Fig. 1: run 1, cell sizes after repair
(2 px per um)
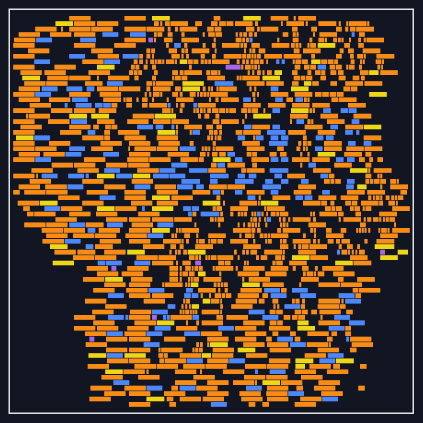
Fig. 2: run 1, a small window of the routed layout
Region (88, 88) to (113, 113) um. Cells in gray, sequential cells in the stronger gray; small squares are vias.
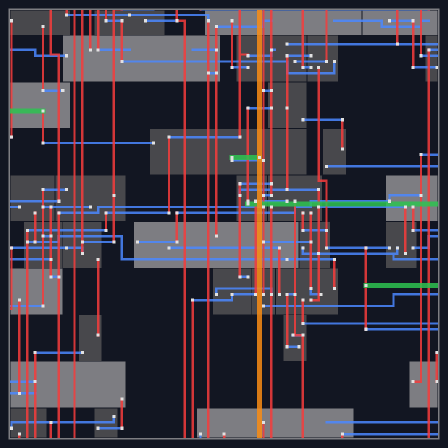
Fig. 3: run 1, routing congestion map
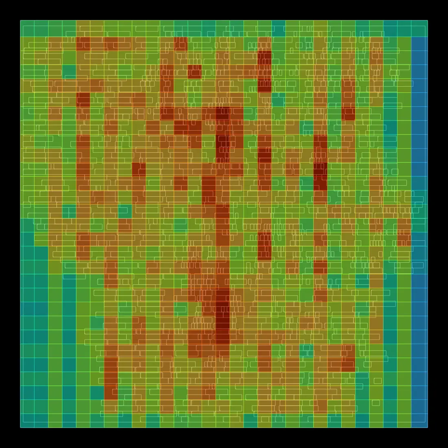
[src/rtl/uart_pkg.sv]
// Shared register map, status/control bit positions and FSM encoding for fifo_uart.
package uart_pkg;

    localparam logic [1:0] ADDR_STATUS = 2'd0;
    localparam logic [1:0] ADDR_DATA   = 2'd1;
    localparam logic [1:0] ADDR_DIV_LO = 2'd2;
    localparam logic [1:0] ADDR_DIV_HI = 2'd3;

    localparam int unsigned ST_RX_NE      = 0;
    localparam int unsigned ST_TX_IDLE    = 1;
    localparam int unsigned ST_TX_FULL    = 2;
    localparam int unsigned ST_RX_FULL    = 3;
    localparam int unsigned ST_FRAME_ERR  = 4;
    localparam int unsigned ST_OVERRUN    = 5;
    localparam int unsigned ST_PARITY_ERR = 6;
    localparam int unsigned ST_IRQ        = 7;

    localparam int unsigned CTL_RX_IE    = 0;
    localparam int unsigned CTL_TX_IE    = 1;
    localparam int unsigned CTL_PAR_EN   = 2;
    localparam int unsigned CTL_PAR_ODD  = 3;
    localparam int unsigned CTL_RX_FLUSH = 4;
    localparam int unsigned CTL_TX_FLUSH = 5;
    localparam int unsigned CTL_LOOPBACK = 6;

    // Smallest usable divisor; lower values would leave no room for mid-bit sampling.
    localparam int unsigned MIN_DIV = 7;

    typedef enum logic [2:0] {StIdle, StStart, StData, StParity, StStop} uart_state_e;

    function automatic logic parity_bit(input logic [7:0] data, input logic odd);
        return (^data) ^ odd;
    endfunction

endpackage

[src/rtl/sync_fifo.sv]
// Single-clock FIFO with flush; a pop on a full FIFO frees room for a push in the same cycle.
module sync_fifo #(
    parameter int unsigned DEPTH = 16,
    parameter int unsigned WIDTH = 8
) (
    input  logic             clk,
    input  logic             rst_n,
    input  logic             flush,
    input  logic             push,
    input  logic [WIDTH-1:0] din,
    input  logic             pop,
    output logic [WIDTH-1:0] head,
    output logic             empty,
    output logic             full
);

    localparam int unsigned AW = $clog2(DEPTH);

    logic [WIDTH-1:0] mem [DEPTH];
    logic [AW:0]      wr_ptr_q;
    logic [AW:0]      rd_ptr_q;
    logic             do_push;
    logic             do_pop;

    assign empty   = (wr_ptr_q == rd_ptr_q);
    assign full    = (wr_ptr_q[AW-1:0] == rd_ptr_q[AW-1:0]) && (wr_ptr_q[AW] != rd_ptr_q[AW]);
    assign do_pop  = pop & ~empty;
    assign do_push = push & (~full | do_pop);
    assign head    = mem[rd_ptr_q[AW-1:0]];

    always_ff @(posedge clk or negedge rst_n) begin
        if (!rst_n) begin
            wr_ptr_q <= '0;
            rd_ptr_q <= '0;
        end else if (flush) begin
            wr_ptr_q <= '0;
            rd_ptr_q <= '0;
        end else begin
            if (do_push) wr_ptr_q <= wr_ptr_q + 1'b1;
            if (do_pop)  rd_ptr_q <= rd_ptr_q + 1'b1;
        end
    end

    always_ff @(posedge clk) begin
        if (do_push) mem[wr_ptr_q[AW-1:0]] <= din;
    end

endmodule

[src/rtl/fifo_uart.sv]
// Register-mapped UART with RX/TX FIFOs, optional parity, loopback and sticky error flags.
// DIV_W is expected in the range 9..16 (divisor is split across two byte registers).
module fifo_uart
    import uart_pkg::*;
#(
    parameter int unsigned CLK_FREQ   = 24_000_000,
    parameter int unsigned BAUD       = 115_200,
    parameter int unsigned FIFO_DEPTH = 16,
    parameter int unsigned DIV_W      = 16
) (
    input  logic       clk,
    input  logic       rst_n,
    input  logic       cs,
    input  logic       we,
    input  logic [1:0] addr,
    input  logic [7:0] din,
    output logic [7:0] dout,
    input  logic       rx,
    output logic       tx,
    output logic       irq
);

    localparam logic [DIV_W-1:0] DIV_RST = DIV_W'(CLK_FREQ / BAUD - 1);
    localparam logic [DIV_W-1:0] DIV_MIN = DIV_W'(MIN_DIV);

    logic wr_en, rd_en, ctl_wr, status_rd, data_rd, tx_push, rx_flush, tx_flush;
    assign wr_en     = cs & we;
    assign rd_en     = cs & ~we;
    assign ctl_wr    = wr_en && (addr == ADDR_STATUS);
    assign status_rd = rd_en && (addr == ADDR_STATUS);
    assign data_rd   = rd_en && (addr == ADDR_DATA);
    assign tx_push   = wr_en && (addr == ADDR_DATA);
    assign rx_flush  = ctl_wr & din[CTL_RX_FLUSH];
    assign tx_flush  = ctl_wr & din[CTL_TX_FLUSH];

    logic             rx_ie_q, tx_ie_q, par_en_q, par_odd_q, loopback_q;
    logic [DIV_W-1:0] div_q;
    logic [DIV_W-1:0] div_eff;
    logic [15:0]      div_rd;
    assign div_eff = (div_q < DIV_MIN) ? DIV_MIN : div_q;
    assign div_rd  = 16'(div_q);

    always_ff @(posedge clk or negedge rst_n) begin
        if (!rst_n) begin
            rx_ie_q    <= 1'b0;
            tx_ie_q    <= 1'b0;
            par_en_q   <= 1'b0;
            par_odd_q  <= 1'b0;
            loopback_q <= 1'b0;
            div_q      <= DIV_RST;
        end else begin
            if (ctl_wr) begin
                rx_ie_q    <= din[CTL_RX_IE];
                tx_ie_q    <= din[CTL_TX_IE];
                par_en_q   <= din[CTL_PAR_EN];
                par_odd_q  <= din[CTL_PAR_ODD];
                loopback_q <= din[CTL_LOOPBACK];
            end
            if (wr_en && addr == ADDR_DIV_LO) div_q[7:0]       <= din;
            if (wr_en && addr == ADDR_DIV_HI) div_q[DIV_W-1:8] <= din[DIV_W-9:0];
        end
    end

    // FIFOs
    logic       tx_pop, tx_empty, tx_full;
    logic [7:0] tx_head;
    logic       rx_push, rx_pop, rx_empty, rx_full;
    logic [7:0] rx_head;
    logic [7:0] rx_shift_q, rx_shift_d;

    assign rx_pop = data_rd & ~rx_empty;

    sync_fifo #(.DEPTH(FIFO_DEPTH), .WIDTH(8)) u_tx_fifo (
        .clk   (clk),
        .rst_n (rst_n),
        .flush (tx_flush),
        .push  (tx_push),
        .din   (din),
        .pop   (tx_pop),
        .head  (tx_head),
        .empty (tx_empty),
        .full  (tx_full)
    );

    sync_fifo #(.DEPTH(FIFO_DEPTH), .WIDTH(8)) u_rx_fifo (
        .clk   (clk),
        .rst_n (rst_n),
        .flush (rx_flush),
        .push  (rx_push),
        .din   (rx_shift_q),
        .pop   (rx_pop),
        .head  (rx_head),
        .empty (rx_empty),
        .full  (rx_full)
    );

    // Transmitter
    uart_state_e      tx_state_q, tx_state_d;
    logic [DIV_W-1:0] tx_cnt_q, tx_cnt_d, tx_div_q, tx_div_d;
    logic [2:0]       tx_bit_q, tx_bit_d;
    logic [7:0]       tx_shift_q, tx_shift_d;
    logic             tx_out_q, tx_out_d, tx_par_en_q, tx_par_en_d, tx_par_q, tx_par_d;
    logic             tx_bit_done, tx_start;

    assign tx_bit_done = (tx_cnt_q == tx_div_q);
    // Back-to-back frames: a new start bit follows the stop bit with no idle gap.
    assign tx_start = ~tx_empty &&
                      ((tx_state_q == StIdle) || (tx_state_q == StStop && tx_bit_done));

    always_comb begin
        tx_state_d  = tx_state_q;
        tx_cnt_d    = tx_cnt_q + DIV_W'(1);
        tx_div_d    = tx_div_q;
        tx_bit_d    = tx_bit_q;
        tx_shift_d  = tx_shift_q;
        tx_out_d    = tx_out_q;
        tx_par_en_d = tx_par_en_q;
        tx_par_d    = tx_par_q;
        tx_pop      = 1'b0;
        unique case (tx_state_q)
            StIdle: tx_cnt_d = '0;
            StStart: if (tx_bit_done) begin
                tx_cnt_d   = '0;
                tx_bit_d   = '0;
                tx_out_d   = tx_shift_q[0];
                tx_state_d = StData;
            end
            StData: if (tx_bit_done) begin
                tx_cnt_d = '0;
                if (tx_bit_q == 3'd7) begin
                    tx_out_d   = tx_par_en_q ? tx_par_q : 1'b1;
                    tx_state_d = tx_par_en_q ? StParity : StStop;
                end else begin
                    tx_bit_d   = tx_bit_q + 3'd1;
                    tx_shift_d = tx_shift_q >> 1;
                    tx_out_d   = tx_shift_q[1];
                end
            end
            StParity: if (tx_bit_done) begin
                tx_cnt_d   = '0;
                tx_out_d   = 1'b1;
                tx_state_d = StStop;
            end
            StStop: if (tx_bit_done) begin
                tx_cnt_d   = '0;
                tx_state_d = StIdle;
            end
            default: tx_state_d = StIdle;
        endcase
        if (tx_start) begin
            tx_pop      = 1'b1;
            tx_state_d  = StStart;
            tx_cnt_d    = '0;
            tx_div_d    = div_eff;
            tx_shift_d  = tx_head;
            tx_par_en_d = par_en_q;
            tx_par_d    = parity_bit(tx_head, par_odd_q);
            tx_out_d    = 1'b0;
        end
    end

    always_ff @(posedge clk or negedge rst_n) begin
        if (!rst_n) begin
            tx_state_q  <= StIdle;
            tx_cnt_q    <= '0;
            tx_div_q    <= '0;
            tx_bit_q    <= '0;
            tx_shift_q  <= '0;
            tx_out_q    <= 1'b1;
            tx_par_en_q <= 1'b0;
            tx_par_q    <= 1'b0;
        end else begin
            tx_state_q  <= tx_state_d;
            tx_cnt_q    <= tx_cnt_d;
            tx_div_q    <= tx_div_d;
            tx_bit_q    <= tx_bit_d;
            tx_shift_q  <= tx_shift_d;
            tx_out_q    <= tx_out_d;
            tx_par_en_q <= tx_par_en_d;
            tx_par_q    <= tx_par_d;
        end
    end

    assign tx = loopback_q ? 1'b1 : tx_out_q;

    // Receiver
    logic             rx_src, rx_meta_q, rx_sync_q, rx_prev_q;
    uart_state_e      rx_state_q, rx_state_d;
    logic [DIV_W-1:0] rx_cnt_q, rx_cnt_d, rx_div_q, rx_div_d, rx_target;
    logic [2:0]       rx_bit_q, rx_bit_d;
    logic             rx_par_en_q, rx_par_en_d, rx_par_odd_q, rx_par_odd_d;
    logic             rx_par_bad_q, rx_par_bad_d, rx_sample, set_fe, set_pe, set_oe;

    assign rx_src    = loopback_q ? tx_out_q : rx;
    // First sample lands mid start bit; every later one is a full bit period further on.
    assign rx_target = (rx_state_q == StStart) ? (rx_div_q >> 1) : rx_div_q;
    assign rx_sample = (rx_cnt_q == rx_target);

    always_comb begin
        rx_state_d   = rx_state_q;
        rx_cnt_d     = rx_cnt_q + DIV_W'(1);
        rx_div_d     = rx_div_q;
        rx_bit_d     = rx_bit_q;
        rx_shift_d   = rx_shift_q;
        rx_par_en_d  = rx_par_en_q;
        rx_par_odd_d = rx_par_odd_q;
        rx_par_bad_d = rx_par_bad_q;
        rx_push      = 1'b0;
        set_fe       = 1'b0;
        set_pe       = 1'b0;
        unique case (rx_state_q)
            StIdle: begin
                rx_cnt_d = '0;
                if (rx_prev_q & ~rx_sync_q) begin
                    rx_state_d   = StStart;
                    rx_div_d     = div_eff;
                    rx_par_en_d  = par_en_q;
                    rx_par_odd_d = par_odd_q;
                    rx_par_bad_d = 1'b0;
                end
            end
            StStart: if (rx_sample) begin
                rx_cnt_d   = '0;
                rx_bit_d   = '0;
                rx_state_d = rx_sync_q ? StIdle : StData;
            end
            StData: if (rx_sample) begin
                rx_cnt_d   = '0;
                rx_shift_d = {rx_sync_q, rx_shift_q[7:1]};
                rx_bit_d   = rx_bit_q + 3'd1;
                if (rx_bit_q == 3'd7) rx_state_d = rx_par_en_q ? StParity : StStop;
            end
            StParity: if (rx_sample) begin
                rx_cnt_d     = '0;
                rx_par_bad_d = rx_sync_q != parity_bit(rx_shift_q, rx_par_odd_q);
                rx_state_d   = StStop;
            end
            StStop: if (rx_sample) begin
                rx_cnt_d   = '0;
                rx_push    = 1'b1;
                set_fe     = ~rx_sync_q;
                set_pe     = rx_par_bad_q;
                rx_state_d = StIdle;
            end
            default: rx_state_d = StIdle;
        endcase
    end

    assign set_oe = rx_push & rx_full & ~rx_pop;

    always_ff @(posedge clk or negedge rst_n) begin
        if (!rst_n) begin
            rx_meta_q    <= 1'b1;
            rx_sync_q    <= 1'b1;
            rx_prev_q    <= 1'b1;
            rx_state_q   <= StIdle;
            rx_cnt_q     <= '0;
            rx_div_q     <= '0;
            rx_bit_q     <= '0;
            rx_shift_q   <= '0;
            rx_par_en_q  <= 1'b0;
            rx_par_odd_q <= 1'b0;
            rx_par_bad_q <= 1'b0;
        end else begin
            rx_meta_q    <= rx_src;
            rx_sync_q    <= rx_meta_q;
            rx_prev_q    <= rx_sync_q;
            rx_state_q   <= rx_state_d;
            rx_cnt_q     <= rx_cnt_d;
            rx_div_q     <= rx_div_d;
            rx_bit_q     <= rx_bit_d;
            rx_shift_q   <= rx_shift_d;
            rx_par_en_q  <= rx_par_en_d;
            rx_par_odd_q <= rx_par_odd_d;
            rx_par_bad_q <= rx_par_bad_d;
        end
    end

    // Sticky errors: a status read clears them, but a new error in that cycle survives.
    logic fe_q, oe_q, pe_q;
    always_ff @(posedge clk or negedge rst_n) begin
        if (!rst_n) begin
            fe_q <= 1'b0;
            oe_q <= 1'b0;
            pe_q <= 1'b0;
        end else begin
            fe_q <= (fe_q & ~status_rd) | set_fe;
            oe_q <= (oe_q & ~status_rd) | set_oe;
            pe_q <= (pe_q & ~status_rd) | set_pe;
        end
    end

    assign irq = (rx_ie_q & ~rx_empty) | (tx_ie_q & tx_empty) | fe_q | oe_q | pe_q;

    logic [7:0] status;
    always_comb begin
        status                = '0;
        status[ST_RX_NE]      = ~rx_empty;
        status[ST_TX_IDLE]    = tx_empty && (tx_state_q == StIdle);
        status[ST_TX_FULL]    = tx_full;
        status[ST_RX_FULL]    = rx_full;
        status[ST_FRAME_ERR]  = fe_q;
        status[ST_OVERRUN]    = oe_q;
        status[ST_PARITY_ERR] = pe_q;
        status[ST_IRQ]        = irq;
    end

    always_ff @(posedge clk or negedge rst_n) begin
        if (!rst_n) begin
            dout <= 8'h00;
        end else if (rd_en) begin
            unique case (addr)
                ADDR_STATUS: dout <= status;
                ADDR_DATA:   dout <= rx_empty ? 8'h00 : rx_head;
                ADDR_DIV_LO: dout <= div_rd[7:0];
                ADDR_DIV_HI: dout <= div_rd[15:8];
            endcase
        end
    end

endmodule

[config.mk]
export PLATFORM = sky130hd
export DESIGN_NAME = fifo_uart
export DESIGN_NICKNAME = d
export VERILOG_FILES = /design/src/rtl/uart_pkg.sv /design/src/rtl/sync_fifo.sv /design/src/rtl/fifo_uart.sv
export SDC_FILE = /design/constraint.sdc
export NUM_CORES = 1
export LEC_CHECK = 0
export CORE_UTILIZATION = 45
export DETAILED_ROUTE_END_ITERATION = 6
export GPL_ROUTABILITY_DRIVEN = 0
export GPL_TIMING_DRIVEN = 0
export HOLD_SLACK_MARGIN = 0.12
export SYNTH_ARGS = -nofsm -noshare
export SYNTH_HDL_FRONTEND = slang
export SYNTH_SLANG_ARGS = --single-unit
[constraint.sdc]
create_clock -name clk -period 4.9 [get_ports clk]
set_input_delay 1.47 -clock clk [delete_from_list [all_inputs] [get_ports clk]]
set_output_delay 1.47 -clock clk [all_outputs]
set_load 0.01 [all_outputs]
==> out/metrics.yaml, run 1 <==
final_cells: 1800
yosys.cell_types.count: 52
flow.area_growth_from_synthesis_pct: 14.0
seq_area_frac_synth_pct: 64.5
detailedRoute.firstPassIterationCount: 5
cts_num_sinks: 409
cts-htree-levels: 2
timing_worst_slew_pin_value_ns: 1.16
timing.setup.tns_ns: 0
final_max_slew_viol_count: 0
worst_hold_check_slack_ns: 0.359
num-fill-cells: 3244
drc: 0
timing.fmax_ghz: 0.212
worst_ep_arrival_ns: 3.25
async_flop_share_pct: 37.4
cap_viol_max_count: 0
period_minus_slack_ns: 4.72
cts_tree: "done"
fp_nets: 1201
worst_case_clock_buffer_depth: 3
die-area_mm2: 0.0405
cts_setup_buffers: 0
antenna_left: 0
skew_ns: 0.0285
path_max_fanout: 10
overflow: 0
synthesis.instances: 1170
cts-buffers-inserted: 45
timing.setup.critical_path_class: "reg -> out"
routed_wl_mm: 39.7
antenna_found_initial: 0
fp_rows: 72
placeableCoreArea_mm2: 0.0389
synth.avg_cell_area_um2: 15.3
ys_ff: 409
clk_pin_slew_ns: 0.06
leakage_nw: 7.56
power.density_cell_area_mw_per_mm2: 500
mappedNetlistArea_mm2: 0.0179
hold_violations: 0
final_nets: 1277
worst-endpoint-required_ns: 3.43
place.detailed.instances: 1717
initial_utilization_pct: 45.9
sequential_cell_area_mm2: 0.0115
pre_cts_slack_ns: 0.258
first_global_vias: 10400
timing.final.ws_setup_ns: 0.181
cts_root_buf: "clkbuf_16"
run_status: "finished clean"
die_x_um: 201
critPathLaunchType: "flop"
yosys.stat.chipArea_mm2: 0.0179
synth.yosys.num_cells: 1170
cts_resized: 1
grt_pass1_wl_mm: 62.6
final_util_pct: 52.4
cts.hold.buffers_added: 0
io_buffer_count: 23
enable_flop_cells: 256
multi_input_comb_area_mm2: 0.00607
antenna_cells_inserted: 0
floorplan.die.height_um: 201
## Picture notes: Fig. 1
color	size	cells	most used
blue	_2 cells	176	mux4_2
yellow	_6 and larger	66	clkbuf_16
orange	_0 and _1 cells	1,033	edfxtp_1
purple	_3 and _4 cells	7	clkinvlp_4

## Picture notes: Fig. 2
color	layer
red	metal 2
green	metal 3
orange	metal 4
blue	metal 1
sequential cells in the window	5
cells with their middle in the window	26
most frequent	mux2_2 (4), dfrtp_1 (4), o21ai_0 (3)

## Picture notes: Fig. 3
fraction of met3 tracks used by global routing: 3.51%
per-cell routed wire length: 22.1 um
overall routing resource usage: 20.4%
met1 track demand over resource: 28.9%
met2 demand-to-capacity share in global routing: 32.6%

[run 1: logic make-up (layout without fill, tap and decap cells)]
family,count (synthesis),count (layout),share of synthesized area (%)
XOR/XNOR,114,114,5.66
AND-OR/OR-AND,96,96,3.28
buffers and inverters,72,184,1.66
multiplexers,180,180,16.0
adder cells (fa/ha/maj),17,17,1.18
AND/OR/NAND/NOR,282,282,7.69
flip-flops,409,409,64.5
[run 1: cell type report]
cell class / count / share of cell area, %
sequential: 409 / 56.6
multi-input combinational: 689 / 29.8
clock buffer: 61 / 6.17
tap: 518 / 3.18
timing repair buffer: 29 / 1.57
clock inverter: 22 / 1.26
buffer: 54 / 1.13
inverter: 18 / 0.331
[run 1: synth_stat cells (2+ instances only)]
library cell / instances / area share [%]
o31ai_1: 3 / 0.13
mux4_2: 79 / 10
a22o_1: 3 / 0.15
or2_2: 4 / 0.14
and3_1: 24 / 0.84
nor3_1: 13 / 0.36
nand4_1: 13 / 0.46
buf_2: 8 / 0.22
xor2_1: 43 / 2.1
clkbuf_1: 36 / 0.76
buf_1: 7 / 0.15
dfrtp_1: 143 / 20
a22oi_1: 3 / 0.13
xnor2_1: 70 / 3.4
edfxtp_1: 256 / 43
a21oi_1: 33 / 0.92
a211oi_1: 2 / 0.084
nor2b_1: 12 / 0.42
mux2i_1: 40 / 2.2
dfstp_2: 10 / 1.5
mux2_2: 61 / 3.8
a21o_1: 4 / 0.17
buf_6: 2 / 0.13
o311ai_0: 2 / 0.098
inv_1: 17 / 0.36
or3_1: 6 / 0.21
o22ai_1: 3 / 0.11
nand2_1: 51 / 1.1
or4_1: 4 / 0.17
ha_1: 16 / 1.1
a31oi_1: 3 / 0.11
a221o_1: 4 / 0.22
nand2b_1: 9 / 0.31
o21ai_0: 29 / 0.81
a221oi_1: 3 / 0.15
nand3_1: 34 / 0.95
nor4_1: 11 / 0.39
and2_1: 3 / 0.11
nor2_1: 93 / 2.0
[run 1: path summary, 6_finish.rpt]
check / slack (ns) / to / cells past startpoint / from
worst max-delay path: 0.18 / irq / 7 / u_rx_fifo.rd_ptr_q[0]
worst min-delay path: 0.36 / rx_sync_q / 0 / rx_meta_q
worst max register to register: 0.99 / u_rx_fifo.mem[10][5] / 11 / rx_state_q[0]
worst min register to register: 0.36 / rx_sync_q / 0 / rx_meta_q
max in group asynchronous: 3.25 / tx_bit_q[2] / 2 / rst_n
min in group asynchronous: 0.78 / tx_cnt_q[10] / 1 / rst_n
[run 1: worst max-delay path: stages (launching register included)]
cell             delay [ns]
dfrtp_1                0.34
buf_2                  0.27
buf_2                  0.41
xnor2_1                0.16
nand4_1                0.19
or2_2                  0.35
a221o_1                0.43
clkdlybuf4s50_1        0.51
[run 1: metal layers]
metal  up-vias  share of wire, %  GRT usage, %
met5         -                 0             0
met2       206                48          32.6
met4         0               2.2          5.49
li1       4565                 -             -
met3        68               4.4          3.51
met1      5238                46          28.9
[run 1: where the power goes]
part / internal, mW / switching, mW / total (mW)
logic: 1.18 / 1.20 / 2.38
clock network: 2.07 / 1.38 / 3.45
registers: 4.02 / 0.348 / 4.37
Fig. 4: run 1, signal wires on met2
(2 px per um)
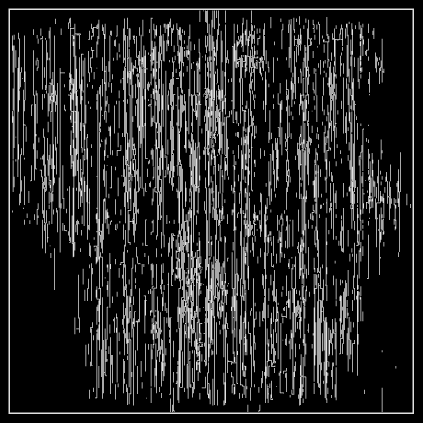

==> inputs of run 2 (changes only) <==
--- a/config.mk
+++ b/config.mk
@@ -7,9 +7,9 @@
 export LEC_CHECK = 0
 export CORE_UTILIZATION = 45
 export DETAILED_ROUTE_END_ITERATION = 6
-export GPL_ROUTABILITY_DRIVEN = 0
 export GPL_TIMING_DRIVEN = 0
 export HOLD_SLACK_MARGIN = 0.12
 export SYNTH_ARGS = -nofsm -noshare
 export SYNTH_HDL_FRONTEND = slang
 export SYNTH_SLANG_ARGS = --single-unit
+export TNS_END_PERCENT = 1
==> constraint.sdc (replaced) <==
create_clock -name clk -period 5.83 [get_ports clk]
set_input_delay 1.749 -clock clk [delete_from_list [all_inputs] [get_ports clk]]
set_output_delay 1.749 -clock clk [all_outputs]
set_load 0.01 [all_outputs]
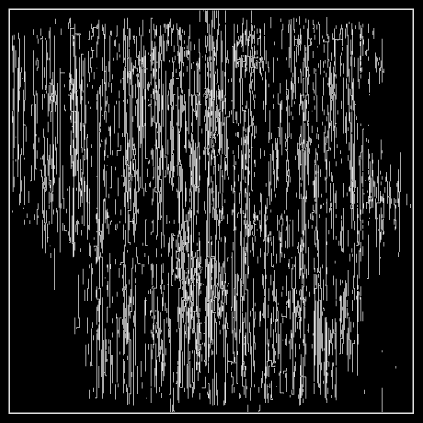
Fig. 5. Signal wires on met2 (run 2).
(2 px per um)
longest straight run	98.9 um
nets with wire on the layer	1,117
main direction	vertical
share of all routed wire	48%

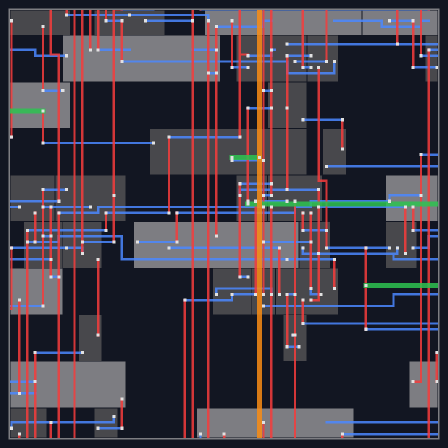
Fig. 6. A small window of the routed layout (run 2).
Region (88, 88) to (113, 113) um. Cells in gray, sequential cells in the stronger gray; small squares are vias.

==> run 2 against run 1 <==
  * Count of clock-buffer cells in the layout stayed put
  * Sequential cell count stayed put
  * Sequential share of layout area hardly changed
  * Clock power is 16% lower
  * Routed wire length hardly changed
  * Largest cell class unchanged
  * Synthesized cell count stayed put
==> out/metrics.yaml, run 2 <==
grt_pass1_wl_mm: 62.6
num-fill-cells: 3244
crit_chain: "clkbuf_1 > clkbuf_1 > xnor2_1 > nand4_1 > nor2_1 > a221o_1 > clkdlybuf4s50_1"
crit-reg2reg-launch: "rx_state_q[0]"
drt_first_iter_violations: 720
reg2regPathDepth: 11
final_max_slew_viol_count: 0
io_buffer_count: 23
antenna_cells_inserted: 0
multi_input_comb_area_mm2: 0.00607
period_minus_slack_ns: 5.21
detailedRoute.firstPassIterationCount: 5
worst-endpoint-required_ns: 4.08
clk_pin_slew_ns: 0.06
routedWlPerCell_um: 22.1
synth_dominant_cell_count: "edfxtp_1"
initial_utilization_pct: 45.9
setup.worst_path.end: "irq"
fp_rows: 72
placeableCoreArea_mm2: 0.0389
synthesis.instances: 1170
drc: 0
cts_setup_buffers: 0
cts_tree: "done"
timing.critical_path.max_delay_family: "buffers and inverters"
async_flop_share_pct: 37.4
crit_path_max_incr_delay_ns: 0.61
leakage_nw: 7.56
timing.fmax_ghz: 0.192
timing_worst_slew_pin_value_ns: 1.16
worst_hold_check_slack_ns: 0.359
seq_area_frac_synth_pct: 64.5
top_cell_types_by_occurrence_after_synthesis: "256 x edfxtp_1, 143 x dfrtp_1, 93 x nor2_1"
regToRegEndpoint: "u_rx_fifo.mem[10][5]"
antenna_left: 0
run_status: "finished clean"
post_route_cells_drive_above_1_share_pct: 19.3
first_global_vias: 10400
die_x_um: 201
fp_nets: 1201
cts_resized: 0
cts_num_sinks: 409
flow.area_growth_from_synthesis_pct: 14.0
final_cells: 1800
netlist.area_leader.share_pct: 43.0
critPathLaunchType: "flop"
critPathMostFrequentCell: "clkbuf_1"
place.detailed.instances: 1717
hold_violations: 0
yosys.cell_types.count: 52
worst_case_clock_buffer_depth: 3
die-area_mm2: 0.0405
skew_ns: 0.0280
antenna_found_initial: 0
cts.hold.buffers_added: 0
timing.setup.critical_path_class: "reg -> out"
ys_top_cells_by_area: "edfxtp_1 43%, dfrtp_1 20%, mux4_2 10%"
setup.reg_to_reg.worst_slack_ns: 1.92
crit_path_top_delay_cell: "clkbuf_1"
cts_root_buf: "clkbuf_16"
synth.yosys.num_cells: 1170
critical_path_cell_count: 7
largest_area_cell: "edfxtp_1"
enable_flop_cells: 256
final_nets: 1277
cts-htree-levels: 2
routed_wl_mm: 39.7
path_buffers: 3
cts-buffers-inserted: 45
power.density_cell_area_mw_per_mm2: 420
overflow: 0
cap_viol_max_count: 0
crit_start: "u_tx_fifo.rd_ptr_q[1]"
path_max_fanout: 10
ys_ff: 409
yosys.stat.chipArea_mm2: 0.0179
synth.avg_cell_area_um2: 15.3
post-route-period-util_pct: 89.3
gr-usage-all-layers_pct: 20.4
mappedNetlistArea_mm2: 0.0179
==> run 2: cell counts in the layout (fill, tap and decap cells not counted) <==
No cell type changed its count.
==> run 2: layout make-up <==
type | count | share of cell area [%]
Multi-Input combinational cell | 689 | 29.8
Timing Repair Buffer | 29 | 1.57
Buffer | 54 | 1.12
Sequential cell | 409 | 56.6
Inverter | 18 | 0.331
Clock inverter | 22 | 1.26
Tap cell | 518 | 3.18
Clock buffer | 61 | 6.17
==> run 2: logic make-up (layout without fill, tap and decap cells) <==
logic type,after synthesis,after routing,synth area share [%]
buf+inv,72,184,1.66
mux,180,180,16.0
compound gates,96,96,3.28
simple gates,282,282,7.69
xor+xnor,114,114,5.66
fa+ha+maj,17,17,1.18
flops,409,409,64.5
==> run 2: routing by layer <==
| layer | global-route usage (%) | vias to the layer above | wire [um] | part of all wire, % |
|---|---|---|---|---|
| met5 | 0 | - | 0 | 0 |
| met2 | 32.6 | 199 | 18900 | 48 |
| li1 | - | 4565 | - | - |
| met1 | 28.9 | 5224 | 18300 | 46 |
| met4 | 5.49 | 0 | 865 | 2.2 |
| met3 | 3.51 | 68 | 1680 | 4.2 |
==> run 2: how the worst min path moves through the flow <==
| stage | start | end | slack, ns | cells after the start |
|---|---|---|---|---|
| 2_1_floorplan | rx_meta_q | rx_sync_q | 0.35 | 0 |
| 3_3_place_gp | rx_meta_q | rx_sync_q | 0.35 | 0 |
| 3_5_place_dp | rx_meta_q | rx_sync_q | 0.35 | 0 |
| 4_1_cts | rx_meta_q | rx_sync_q | 0.36 | 0 |
| 5_1_grt | rx_meta_q | rx_sync_q | 0.36 | 0 |
| 6_report | rx_meta_q | rx_sync_q | 0.36 | 0 |
==> run 2: where the power goes <==
part           internal, mW  switching [mW]
Sequential             3.38           0.293
Clock                  1.74            1.16
Combinational         0.992            1.01
Total                  6.11            2.46
==> run 2: metrics by stage <==
step / setup TNS, ns / utilization, % / instance area [um2] / worst slack, ns
after floorplan: 0 / - / 17900 / 1.83
after global placement: -521.35 / 48.2 / 18800 / -3.56
after detailed placement: 0 / 48.5 / 18900 / 0.909
after CTS: 0 / 52.4 / 20400 / 0.598
after global routing: 0 / 52.4 / 20400 / 0.394
final: 0 / 52.4 / 20400 / 0.623
==> inputs of run 3 (changes only) <==
--- a/config.mk
+++ b/config.mk
@@ -8,7 +8,7 @@
 export CORE_UTILIZATION = 45
 export DETAILED_ROUTE_END_ITERATION = 6
 export GPL_TIMING_DRIVEN = 0
-export HOLD_SLACK_MARGIN = 0.12
+export HOLD_SLACK_MARGIN = 0.02
 export SYNTH_ARGS = -nofsm -noshare
 export SYNTH_HDL_FRONTEND = slang
 export SYNTH_SLANG_ARGS = --single-unit
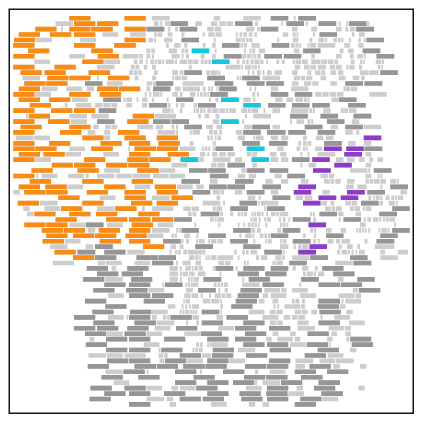
Fig. 7. Sequential cells grouped by signal name (run 3).
(2 px per um)
color	name in the netlist	placed flops
purple	tx_div_q	16
cyan	dout	8
orange	u_rx_fifo.mem	128

==> run 3 against run 2 <==
  * Cell count unchanged
  * Critical path type unchanged
  * Maximum frequency unchanged
  * Area after synthesis unchanged
  * Largest cell class unchanged
  * Largest power group unchanged
==> out/metrics.yaml, run 3 <==
reg2regPathDepth: 11
timing.hold.worst_path_depth: 0
cts.hold.buffers_added: 0
worst_case_clock_buffer_depth: 3
crit_path_max_incr_delay_ns: 0.61
detailroute.via_count: 10100
fa_ha_area_share_pct: 1.18
io_buffer_count: 23
yosys.cell_types.count: 52
cts_resized: 0
die_x_um: 201
cts_root_buf: "clkbuf_16"
synth.cellmix.compoundShare_pct: 3.28
seq_area_frac_synth_pct: 64.5
pre_cts_slack_ns: 0.909
yosys_most_used_dff: "edfxtp_1"
floorplan.io_pins: 25
critPathMostFrequentCell: "clkbuf_1"
synth.yosys.num_cells: 1170
async_flop_share_pct: 37.4
path_buffers: 3
clock.latency.late_pin_ns: 0.57
critPathLaunchType: "flop"
top_cell_types_by_occurrence_after_synthesis: "256 x edfxtp_1, 143 x dfrtp_1, 93 x nor2_1"
tool_warnings: 34
yosys.area_share.xor_xnor_pct: 5.66
detailedRoute.firstPassIterationCount: 5
largest_area_cell: "edfxtp_1"
totalPowerFinal_mw: 8.57
final_nets: 1277
floorplan.die.height_um: 201
hold_violations: 0
netlist.area_leader.share_pct: 43.0
run_status: "finished clean"
cts_tree: "done"
fp_rows: 72
gp_routability_congestion: 0.811
peakVddDrop_uv: 247
setup_repair_after_global_routing_missed_its_margin: "no"
worst_ep_arrival_ns: 3.46
mappedNetlistArea_mm2: 0.0179
final_cell_mix: "256 x edfxtp_1, 143 x dfrtp_1, 93 x nor2_1, 79 x mux4_2, 70 x xnor2_1"
enable_flop_cells: 256
power.density_cell_area_mw_per_mm2: 420
yosys.stat.chipArea_mm2: 0.0179
timing.setup.critical_path_class: "reg -> out"
cts_setup_buffers: 0
finalSetupViolations: 0
gr-usage-all-layers_pct: 20.4
ys_sh_mux_pct: 16.0
timing.final.ws_setup_ns: 0.623
drc: 0
timing_worst_slew_pin_value_ns: 1.16
antenna_cells_inserted: 0
synthesis.instances: 1170
post_route_cells_drive_above_1_share_pct: 19.3
fp_nets: 1201
via_per_instance_ratio: 5.59
area_fraction_in_and_or_nand_and_nor_cells_pct: 7.69
cts_num_sinks: 409
die-area_mm2: 0.0405
overflow: 0
ys_ff: 409
first_global_vias: 10400
timing.critical_path.max_delay_family: "buffers and inverters"
leakage_nw: 7.56
design_area_mm2: 0.0204
grt_pass1_wl_mm: 62.6
crit_chain: "clkbuf_1 > clkbuf_1 > xnor2_1 > nand4_1 > nor2_1 > a221o_1 > clkdlybuf4s50_1"
post-route-period-util_pct: 89.3
yosysWarningCount: 0
cts-htree-levels: 2
num-fill-cells: 3244
initial_utilization_pct: 45.9
flow.area_growth_from_synthesis_pct: 14.0
antenna_left: 0
hpwlAfterDp_mm: 26.6
topCombFamilyByArea: "multiplexers"
drt_first_iter_violations: 720
synth.avg_cell_area_um2: 15.3
crit_path_top_delay_cell: "clkbuf_1"
timing.fmax_ghz: 0.192
synth_dominant_cell_count: "edfxtp_1"
worst_hold_check_slack_ns: 0.359
min_path_type: "reg -> reg"
antenna_found_initial: 0
period_minus_slack_ns: 5.21
ys_top_cells_by_area: "edfxtp_1 43%, dfrtp_1 20%, mux4_2 10%"
skew_ns: 0.0280
final_max_slew_viol_count: 0
placeableCoreArea_mm2: 0.0389
cap_viol_max_count: 0
placedInstanceArea_mm2: 0.0189
max_slew_margin_pct: 22.3
routed_wl_mm: 39.7
critical_path_cell_count: 7
worst-endpoint-required_ns: 4.08
mostFrequentLayoutCell: "edfxtp_1"
grt_start_max_net_pins: 116
cts-buffers-inserted: 45
path_max_fanout: 10
end_kind: "output port"
clk_pin_slew_ns: 0.06
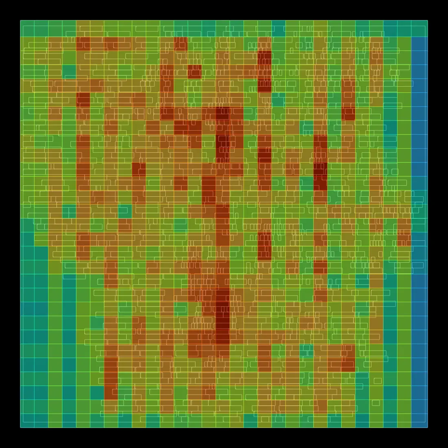
Fig. 8. Routing congestion map (run 3).
global route hottest layer: met2
post-layout util: 52.4%
per-cell routed wire length: 22.1 um

## run 3: cell counts in the layout (fill, tap and decap cells not counted)
No cell type changed its count.
## run 3: final timing paths
| check | startpoint | endpoint | slack (ns) |
|---|---|---|---|
| min reg2reg | rx_meta_q | rx_sync_q | 0.36 |
| min in group asynchronous | rst_n | tx_cnt_q[10] | 1.06 |
| min | rx_meta_q | rx_sync_q | 0.36 |
| max in group asynchronous | rst_n | tx_bit_q[2] | 3.90 |
| max | u_tx_fifo.rd_ptr_q[1] | irq | 0.62 |
| max reg2reg | rx_state_q[0] | u_rx_fifo.mem[10][5] | 1.92 |
## run 3: per-stage QoR
step,TNS [ns],instances
3_5_place_dp,0,1717
3_3_place_gp,-521.35,1711
6_report,0,1800
5_1_grt,0,1800
4_1_cts,0,1800
2_1_floorplan,0,1170
## run 3: where the power goes
| part | leakage, nW | switching, mW | internal [mW] |
|---|---|---|---|
| sequential | 4.29 | 0.293 | 3.38 |
| clock | 0.727 | 1.16 | 1.74 |
| combinational | 2.54 | 1.01 | 0.992 |
## run 3: cell type report
cell class / instances / area [um2] / share of cell area [%]
tap: 518 / 648 / 3.18
inverter: 18 / 67.6 / 0.331
clock buffer: 61 / 1260 / 6.17
buffer: 54 / 229 / 1.12
multi-input combinational: 689 / 6070 / 29.8
clock inverter: 22 / 258 / 1.26
sequential: 409 / 11500 / 56.6
timing repair buffer: 29 / 319 / 1.57
## run 3: cells by family after synthesis
family                     Yosys count
xor gates and xnor gates           114
adders and majority gates           17
muxes                              180
and+or+nand+nor                    282
AOI/OAI and AO/OA                   96
buffers and inverters               72
DFF                                409
## run 3: routing by layer
| layer | share of wire (%) | GRT usage (%) |
|---|---|---|
| met1 | 46 | 28.9 |
| met2 | 48 | 32.6 |
| met3 | 4.2 | 3.51 |
| met4 | 2.2 | 5.49 |
| met5 | 0 | 0 |
Power and IR drop assume default switching activity.
